## config.mk

```make
export PLATFORM = sky130hd
export DESIGN_NAME = if_ctrl
export DESIGN_NICKNAME = d
export VERILOG_FILES = /design/src/rtl/if_ctrl.sv
export SDC_FILE = /design/constraint.sdc
export NUM_CORES = 1
export LEC_CHECK = 0
export ABC_AREA = 1
export CAP_MARGIN = 20
export CORE_MARGIN = 3
export CORE_UTILIZATION = 35
export DETAILED_ROUTE_END_ITERATION = 10
export GPL_TIMING_DRIVEN = 0
export SETUP_SLACK_MARGIN = 0.02
export SLEW_MARGIN = 20
export SYNTH_ARGS = -nofsm -noshare
export SYNTH_HDL_FRONTEND = slang
export SYNTH_SLANG_ARGS = --single-unit
```

## constraint.sdc

```tcl
create_clock -name clk -period 4.9 [get_ports clk]
set_clock_uncertainty 0.2 [all_clocks]
set_input_delay 1.225 -clock clk [delete_from_list [all_inputs] [get_ports clk]]
set_output_delay 1.225 -clock clk [all_outputs]
set_load 0.02 [all_outputs]
```

## src/rtl/if_ctrl.sv

```systemverilog
// if_ctrl: IF-stage sequencer turning hazard/redirect events into registered IF/ID/EX control.
module if_ctrl #(
    parameter int XLEN         = 32,
    parameter int FLUSH_CYCLES = 2,
    parameter int STALL_MAX    = 15,
    parameter int CNT_W        = 16
) (
    input  logic             clk,
    input  logic             reset,
    input  logic             ex_branch_taken,
    input  logic [XLEN-1:0]  ex_branch_target,
    input  logic             id_load_use,
    input  logic             mem_busy,
    input  logic             halt_req,
    input  logic             resume,
    output logic             is_flush,
    output logic             is_stall,
    output logic [XLEN-1:0]  branch_target,
    output logic             id_stall,
    output logic             id_flush,
    output logic             ex_bubble,
    output logic             halted,
    output logic [CNT_W-1:0] stall_cnt,
    output logic [CNT_W-1:0] flush_cnt,
    output logic             watchdog_err
);
    localparam int WW = $clog2(STALL_MAX + 1);
    typedef enum logic [2:0] {RUN, LU_STALL, MEM_STALL, REDIRECT, HALT} state_t;
    state_t state, nxt;
    logic [2:0] fl_cnt, nxt_fl;
    logic [WW-1:0] wd_cnt, nxt_wd;
    logic redir, nxt_stall;
    always_comb begin
        nxt    = state;
        nxt_fl = fl_cnt;
        redir  = 1'b0;
        case (state)
            RUN, REDIRECT: begin
                if (ex_branch_taken) begin
                    nxt    = REDIRECT;
                    nxt_fl = 3'(FLUSH_CYCLES - 1);
                    redir  = 1'b1;
                end else if (mem_busy) nxt = MEM_STALL;
                else if (state == REDIRECT) begin
                    // fl_cnt holds the flush cycles still owed after this one
                    if (fl_cnt != 3'd0) nxt_fl = fl_cnt - 3'd1;
                    else nxt = RUN;
                end else if (id_load_use) nxt = LU_STALL;
                else if (halt_req) nxt = HALT;
            end
            LU_STALL:  nxt = RUN;
            MEM_STALL: nxt = mem_busy ? MEM_STALL : RUN;
            HALT:      nxt = resume ? RUN : HALT;
            default:   nxt = RUN;
        endcase
        nxt_stall = (nxt == LU_STALL) || (nxt == MEM_STALL) || (nxt == HALT);
        nxt_wd    = (nxt != MEM_STALL) ? '0 :
                    (wd_cnt == WW'(STALL_MAX)) ? wd_cnt : wd_cnt + 1'b1;
    end
    always_ff @(posedge clk or negedge reset) begin
        if (!reset) begin
            state         <= RUN;
            fl_cnt        <= '0;
            wd_cnt        <= '0;
            is_flush      <= 1'b0;
            is_stall      <= 1'b0;
            id_stall      <= 1'b0;
            id_flush      <= 1'b0;
            ex_bubble     <= 1'b0;
            halted        <= 1'b0;
            branch_target <= '0;
            stall_cnt     <= '0;
            flush_cnt     <= '0;
            watchdog_err  <= 1'b0;
        end else begin
            state         <= nxt;
            fl_cnt        <= nxt_fl;
            wd_cnt        <= nxt_wd;
            is_flush      <= redir;
            is_stall      <= nxt_stall;
            id_stall      <= nxt_stall;
            id_flush      <= nxt == REDIRECT;
            ex_bubble     <= redir || nxt == LU_STALL;
            halted        <= nxt == HALT;
            branch_target <= redir ? ex_branch_target : branch_target;
            stall_cnt     <= stall_cnt + CNT_W'(nxt_stall && !(&stall_cnt));
            flush_cnt     <= flush_cnt + CNT_W'(redir && !(&flush_cnt));
            watchdog_err  <= watchdog_err || nxt_wd == WW'(STALL_MAX);
        end
    end
endmodule

```

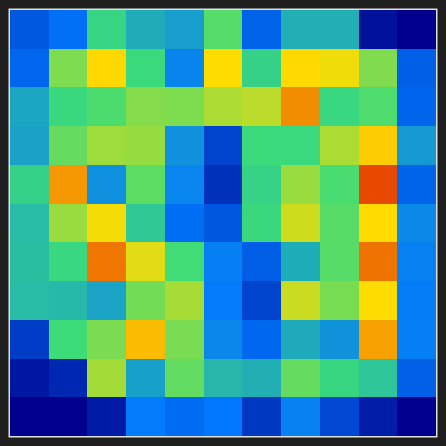
(run_1/util_map.png)
Scale: 4 px per um. 11 x 11 tiles, from dark blue (low) to red (high), 0 to 100% covered.
tiles over 75% full = 9.1%
mean over tiles = 43%
fullest tile = 92%
starting density of the core: 36.2%
core area: 9770 um^2
fin util: 51.4%

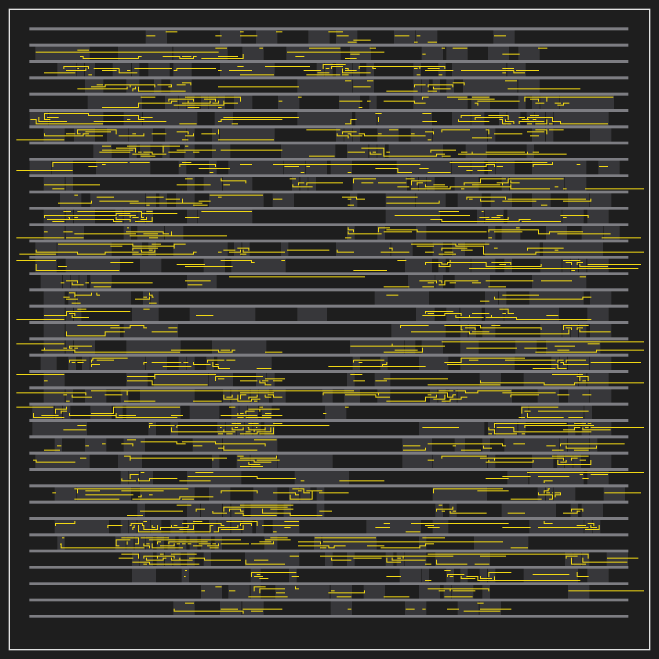
(run_1/m1.png)
Scale: 6 px per um. Supply wires on this layer in grey.
share of all routed wire = 48%
main direction = horizontal
nets with wire on the layer = 475
longest straight run = 43.7 um
Detailed Route WL: 8.02 mm
M1 GR Usage: 20.5%
detailed-route via count: 2789

==> results.json, run 1 <==
{
  "taps": 133,
  "rsz0062_at_grt": "no",
  "cts.clk_slew.worst_paths_ns": 0.08,
  "tightestPinTransition_ns": 0.429,
  "wl_per_cell_um": 12.8,
  "drc_errors": 0,
  "reg2reg_from": "fl_cnt[0]",
  "nFillCells": 944,
  "nonClkBufAreaFrac_pct": 23.3,
  "powerComb_mw": 1.30,
  "postCtsSetupRepairBufs": 0,
  "netlist_area_um2": 3530,
  "path_class": "input port to flip-flop",
  "die_h_um": 106,
  "fin_tns_setup_ns": 0,
  "synth.area.top_cells": "dfrtp_1 57%, nand2_1 14%, xor2_1 4.7%",
  "clockBufferDepth": 2,
  "crit_arrival_ns": 3.63,
  "critPathBufInv": 3,
  "comb_area_um2": 1370,
  "ys_seq_share_pct": 56.6,
  "cts_root_buf": "clkbuf_8",
  "synth.most_common_cell": "nand2_1",
  "pg_seq_mw": 1.06,
  "antenna_found_initial": 0,
  "hpwl_mm": 5.93,
  "clk_share_pct": 4.13,
  "ys_cells": 370,
  "ff_type": "dfrtp_1",
  "swShare_pct": 38.8,
  "finalCritPeriodShare_pct": 72.9,
  "max_freq_ghz": 0.280,
  "setup_viol": 0,
  "postSynthCellCount": 370,
  "crit_path_end": "stall_cnt[14]",
  "path_depth": 17,
  "required_ns": 4.96,
  "edf_count": 0,
  "drive_above_1_share_pct": 11.9,
  "min-delay-start": "branch_target[8]",
  "reg_top3": "branch_target (32), flush_cnt (16), stall_cnt (16)",
  "row_count": 36,
  "critPathMaxStageDelay_ns": 0.46,
  "inv_count": 27,
  "cts.sink_count": 80,
  "place.gp.congestion": 0.803,
  "avgSynthCellArea_um2": 9.55,
  "placed_cells": 613,
  "fin_crit_ns": 3.57,
  "grt_usage_pct": 14.7,
  "pre_cts_ws_ns": 0.943,
  "stdcell_count": 627,
  "whs_ns": 0.281,
  "largestClassByArea": "sequential cells",
  "chipArea_um2": 11300,
  "holdPathStages": 2,
  "ff_count": 80,
  "drt_pre_antenna_iters": 5,
  "maxSlewHeadroom_pct": 71.4,
  "ctsResizeCount": 0,
  "cts_made_buffers": 9,
  "common_cells": "135 x nand2_1, 80 x dfrtp_1, 23 x inv_1, 21 x nor2_1, 19 x xor2_1",
  "seq_share_pct": 39.8,
  "seqCellArea_um2": 2000,
  "finalPower_mw": 2.88,
  "cellPowerDensity_nw_per_um2": 573,
  "power.share.combinational_pct": 45.1,
  "ys_ff": 80,
  "grt_pass1_wl_mm": 13.4,
  "yosys_warnings": 0,
  "synthArstFlopShare_pct": 100,
  "synth_area_leader_cell": "dfrtp_1",
  "diodes": 0,
  "via_per_inst": 4.45,
  "crit_path_top_delay_cell": "clkdlybuf4s50_1",
  "crit_path_start_kind": "input port",
  "rr_worst_depth": 19,
  "tool_warnings": 27,
  "cts_hold_buf": 0,
  "top_area_share_pct": 56.6,
  "leakagePower_nw": 2.42,
  "hold_class": "flip-flop to flip-flop",
  "largest_register_ffs": 32,
  "mostFrequentLayoutCells": "135 x nand2_1, 108 x clkdlybuf4s50_1, 80 x dfrtp_1",
  "io_buffers": 109,
  "clock_power_share_pct": 18.1,
  "clock_buffers": 10,
  "multi_input_comb_cells": 255,
  "ys_area_um2": 3530,
  "crit_start": "ex_branch_taken",
  "grt_overflow": 0,
  "power_frac_seq_pct": 36.7,
  "powerClk_mw": 0.522,
  "crit_family": "simple AND/OR/NAND/NOR gates",
  "power.group.top": "combinational logic",
  "r2r-end": "stall_cnt[14]",
  "maxSlewViolCount": 0,
  "peakVddDrop_mv": 0.277,
  "reg2reg_slack_ns": 2.12,
  "finalHoldViolCount": 0,
  "cts_tree": "done",
  "hold_end": "branch_target[8]",
  "place_area_um2": 4820,
  "die_x_um": 106,
  "outcome": "finished clean",
  "fp_nets": 416,
  "comb_area_share_pct": 27.3,
  "lay_top_count": "nand2_1",
  "insertion_delay_ns": 0.34,
  "ys_types": 29,
  "grt_pass1_vias": 2722,
  "grt_max_degree": 50,
  "end_kind": "flip-flop",
  "cp_cell_sequence": "clkdlybuf4s50_1 > nor2_1 > nand2_1 > nor2_1 > a21oi_1 > nand3_2 > nand2_1 > inv_1 > ha_1 > ha_1 > inv_1 > nor2_2 > nand3_2 > nor2_4 > nand3_2 > nor2_1 > xor2_1",
  "ioPinCount": 110,
  "max_cap_viol_count": 0,
  "p_sw_mw": 1.12,
  "drt_iter0_markers": 97,
  "p_int_mw": 1.76,
  "fin_nets": 537,
  "drtAntennaViolNets": 0,
  "regMostFlops": "branch_target",
  "cts-htree-levels": 3,
  "cp_max_fo": 3
}
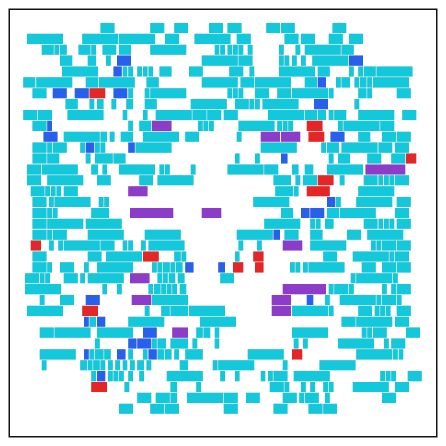
(run_1/sizing.png)
Scale: 4 px per um.
x2 -> blue  # cells 31
x1 and smaller -> cyan  # cells 435
x3 and x4 -> red  # cells 14
x6 and larger -> purple  # cells 14
bufs w/o clock: 118
final instance area: 5020 um^2
Syn-to-layout area delta: 42.2%
fin worst setup slack: 1.33 ns

run 1: tightest hold or removal path, stage by stage, from the launching register on:
cell and delay, ns:
dfrtp_1 0.35, nand2_1 0.05, nand2_1 0.06
run 1: layer usage:
| metal | track usage [%] | up-vias | share of wire, % |
|---|---|---|---|
| li1 | - | 1397 | - |
| met1 | 20.5 | 1300 | 48 |
| met2 | 21.8 | 83 | 43 |
| met3 | 4.49 | 9 | 7.4 |
| met4 | 4.93 | 0 | 1.0 |
| met5 | 0 | - | 0 |
run 1: cells by family (layout without fill, tap and decap cells):
family | Yosys count | after routing | share of synthesized area [%]
compound gates | 13 | 13 | 1.91
xor+xnor | 26 | 26 | 6.44
fa+ha+maj | 7 | 7 | 2.48
buf+inv | 35 | 159 | 4.53
flops | 80 | 80 | 56.6
simple gates | 209 | 209 | 28.0
==> run 2, diff against run 1 <==
Clock period 4.9 ns to 3.7 ns, I/O delays scaled along.
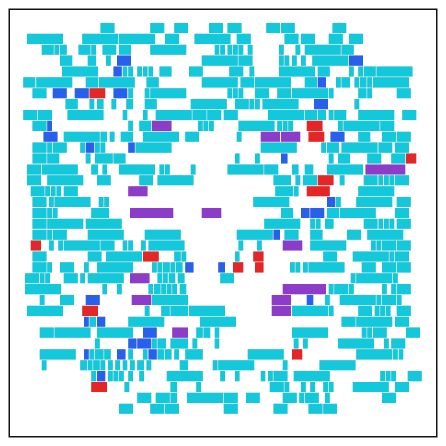
(run_2/sizing.png)
Scale: 4 px per um.
fin worst setup slack: 0.426 ns

==> run 2 against run 1 <==
  * Die size stayed put
  * Non-clock buffer count stayed put
  * Via count stayed put
  * Hold slack stayed put
  * Critical path depth stayed put
  * Global-route usage stayed put
  * Final cell count stayed put
  * Area after synthesis stayed put
==> results.json, run 2 <==
{
  "yosys_warnings": 0,
  "grt_pass1_wl_mm": 13.4,
  "critPathBufInv": 3,
  "maxSlewHeadroom_pct": 71.4,
  "topCombFamilyByArea": "simple AND/OR/NAND/NOR gates",
  "via_per_inst": 4.45,
  "grt_use_met2_pct": 21.8,
  "max_cap_viol_count": 0,
  "ctsResizeCount": 0,
  "cp_max_fo": 3,
  "synthArstFlopShare_pct": 100,
  "grt_overflow": 0,
  "vias": 2789,
  "avgSynthCellArea_um2": 9.55,
  "grt.met3_usage_pct": 4.49,
  "ys_ff": 80,
  "fp_nets": 416,
  "finalPower_mw": 3.81,
  "rsz0062_at_grt": "no",
  "area_delta_synth_final_pct": 42.2,
  "cts.clk_slew.worst_paths_ns": 0.08,
  "top_usage_layer": "met2",
  "drt_pre_antenna_iters": 5,
  "cts.sink_count": 80,
  "lay_top_count": "nand2_1",
  "final_util_pct": 51.4,
  "crit_arrival_ns": 3.33,
  "die_h_um": 106,
  "hpwl_mm": 5.93,
  "clock_power_share_pct": 18.1,
  "edf_count": 0,
  "crit_family": "simple AND/OR/NAND/NOR gates",
  "ys_cells": 370,
  "insertion_delay_ns": 0.34,
  "grt_max_degree": 50,
  "swShare_pct": 38.8,
  "drc_errors": 0,
  "fin_crit_ns": 3.27,
  "tool_warnings": 27,
  "xor_area_share_pct": 6.44,
  "cts_hold_buf": 0,
  "wl_met2_mm": 3.46,
  "ys_types": 29,
  "critPathMaxStageDelay_ns": 0.46,
  "fin_area_um2": 5020,
  "netlist_area_um2": 3530,
  "mostFrequentLayoutCells": "135 x nand2_1, 108 x clkdlybuf4s50_1, 80 x dfrtp_1",
  "ioPinCount": 110,
  "pg_seq_mw": 1.40,
  "path_class": "input port to flip-flop",
  "regMostFlops": "branch_target",
  "antenna_found_initial": 0,
  "synth.area.top_cells": "dfrtp_1 57%, nand2_1 14%, xor2_1 4.7%",
  "cts_made_buffers": 9,
  "hold_class": "flip-flop to flip-flop",
  "wl_per_cell_um": 12.8,
  "cts_root_buf": "clkbuf_8",
  "top_layer": "met4",
  "p_sw_mw": 1.48,
  "fp_util_pct": 36.2,
  "postSynthCellCount": 370,
  "power_frac_seq_pct": 36.7,
  "aoi_share_pct": 1.91,
  "die_x_um": 106,
  "outcome": "finished clean",
  "clockBufferDepth": 2,
  "ys_seq_share_pct": 56.6,
  "fin_tns_setup_ns": 0,
  "common_cells": "135 x nand2_1, 80 x dfrtp_1, 23 x inv_1, 21 x nor2_1, 19 x xor2_1",
  "crit_path_top_delay_cell": "clkdlybuf4s50_1",
  "diodes": 0,
  "crit_path_start_kind": "input port",
  "routed_wl_mm": 8.02,
  "max_freq_ghz": 0.305,
  "postCtsSetupRepairBufs": 0
}
## run 2: worst paths after layout
path	startpoint	depth (start not counted)	slack, ns	to
setup / recovery	ex_branch_taken	17	0.43	stall_cnt[14]
hold reg to reg	branch_target[8]	2	0.28	branch_target[8]
hold / removal	branch_target[8]	2	0.28	branch_target[8]
setup reg to reg	fl_cnt[0]	19	0.92	stall_cnt[14]
max in group asynchronous	reset	2	2.39	ex_bubble
min in group asynchronous	reset	1	0.32	flush_cnt[8]
## run 2: layout make-up
cell class | count | area (um^2)
Clock buffer | 10 | 138
Sequential cell | 80 | 2000
Inverter | 27 | 104
Clock inverter | 4 | 70.1
Timing Repair Buffer | 110 | 1120
Fill cell | 944 | 4750
Multi-Input combinational cell | 255 | 1370
Buffer | 8 | 56.3
Tap cell | 133 | 166
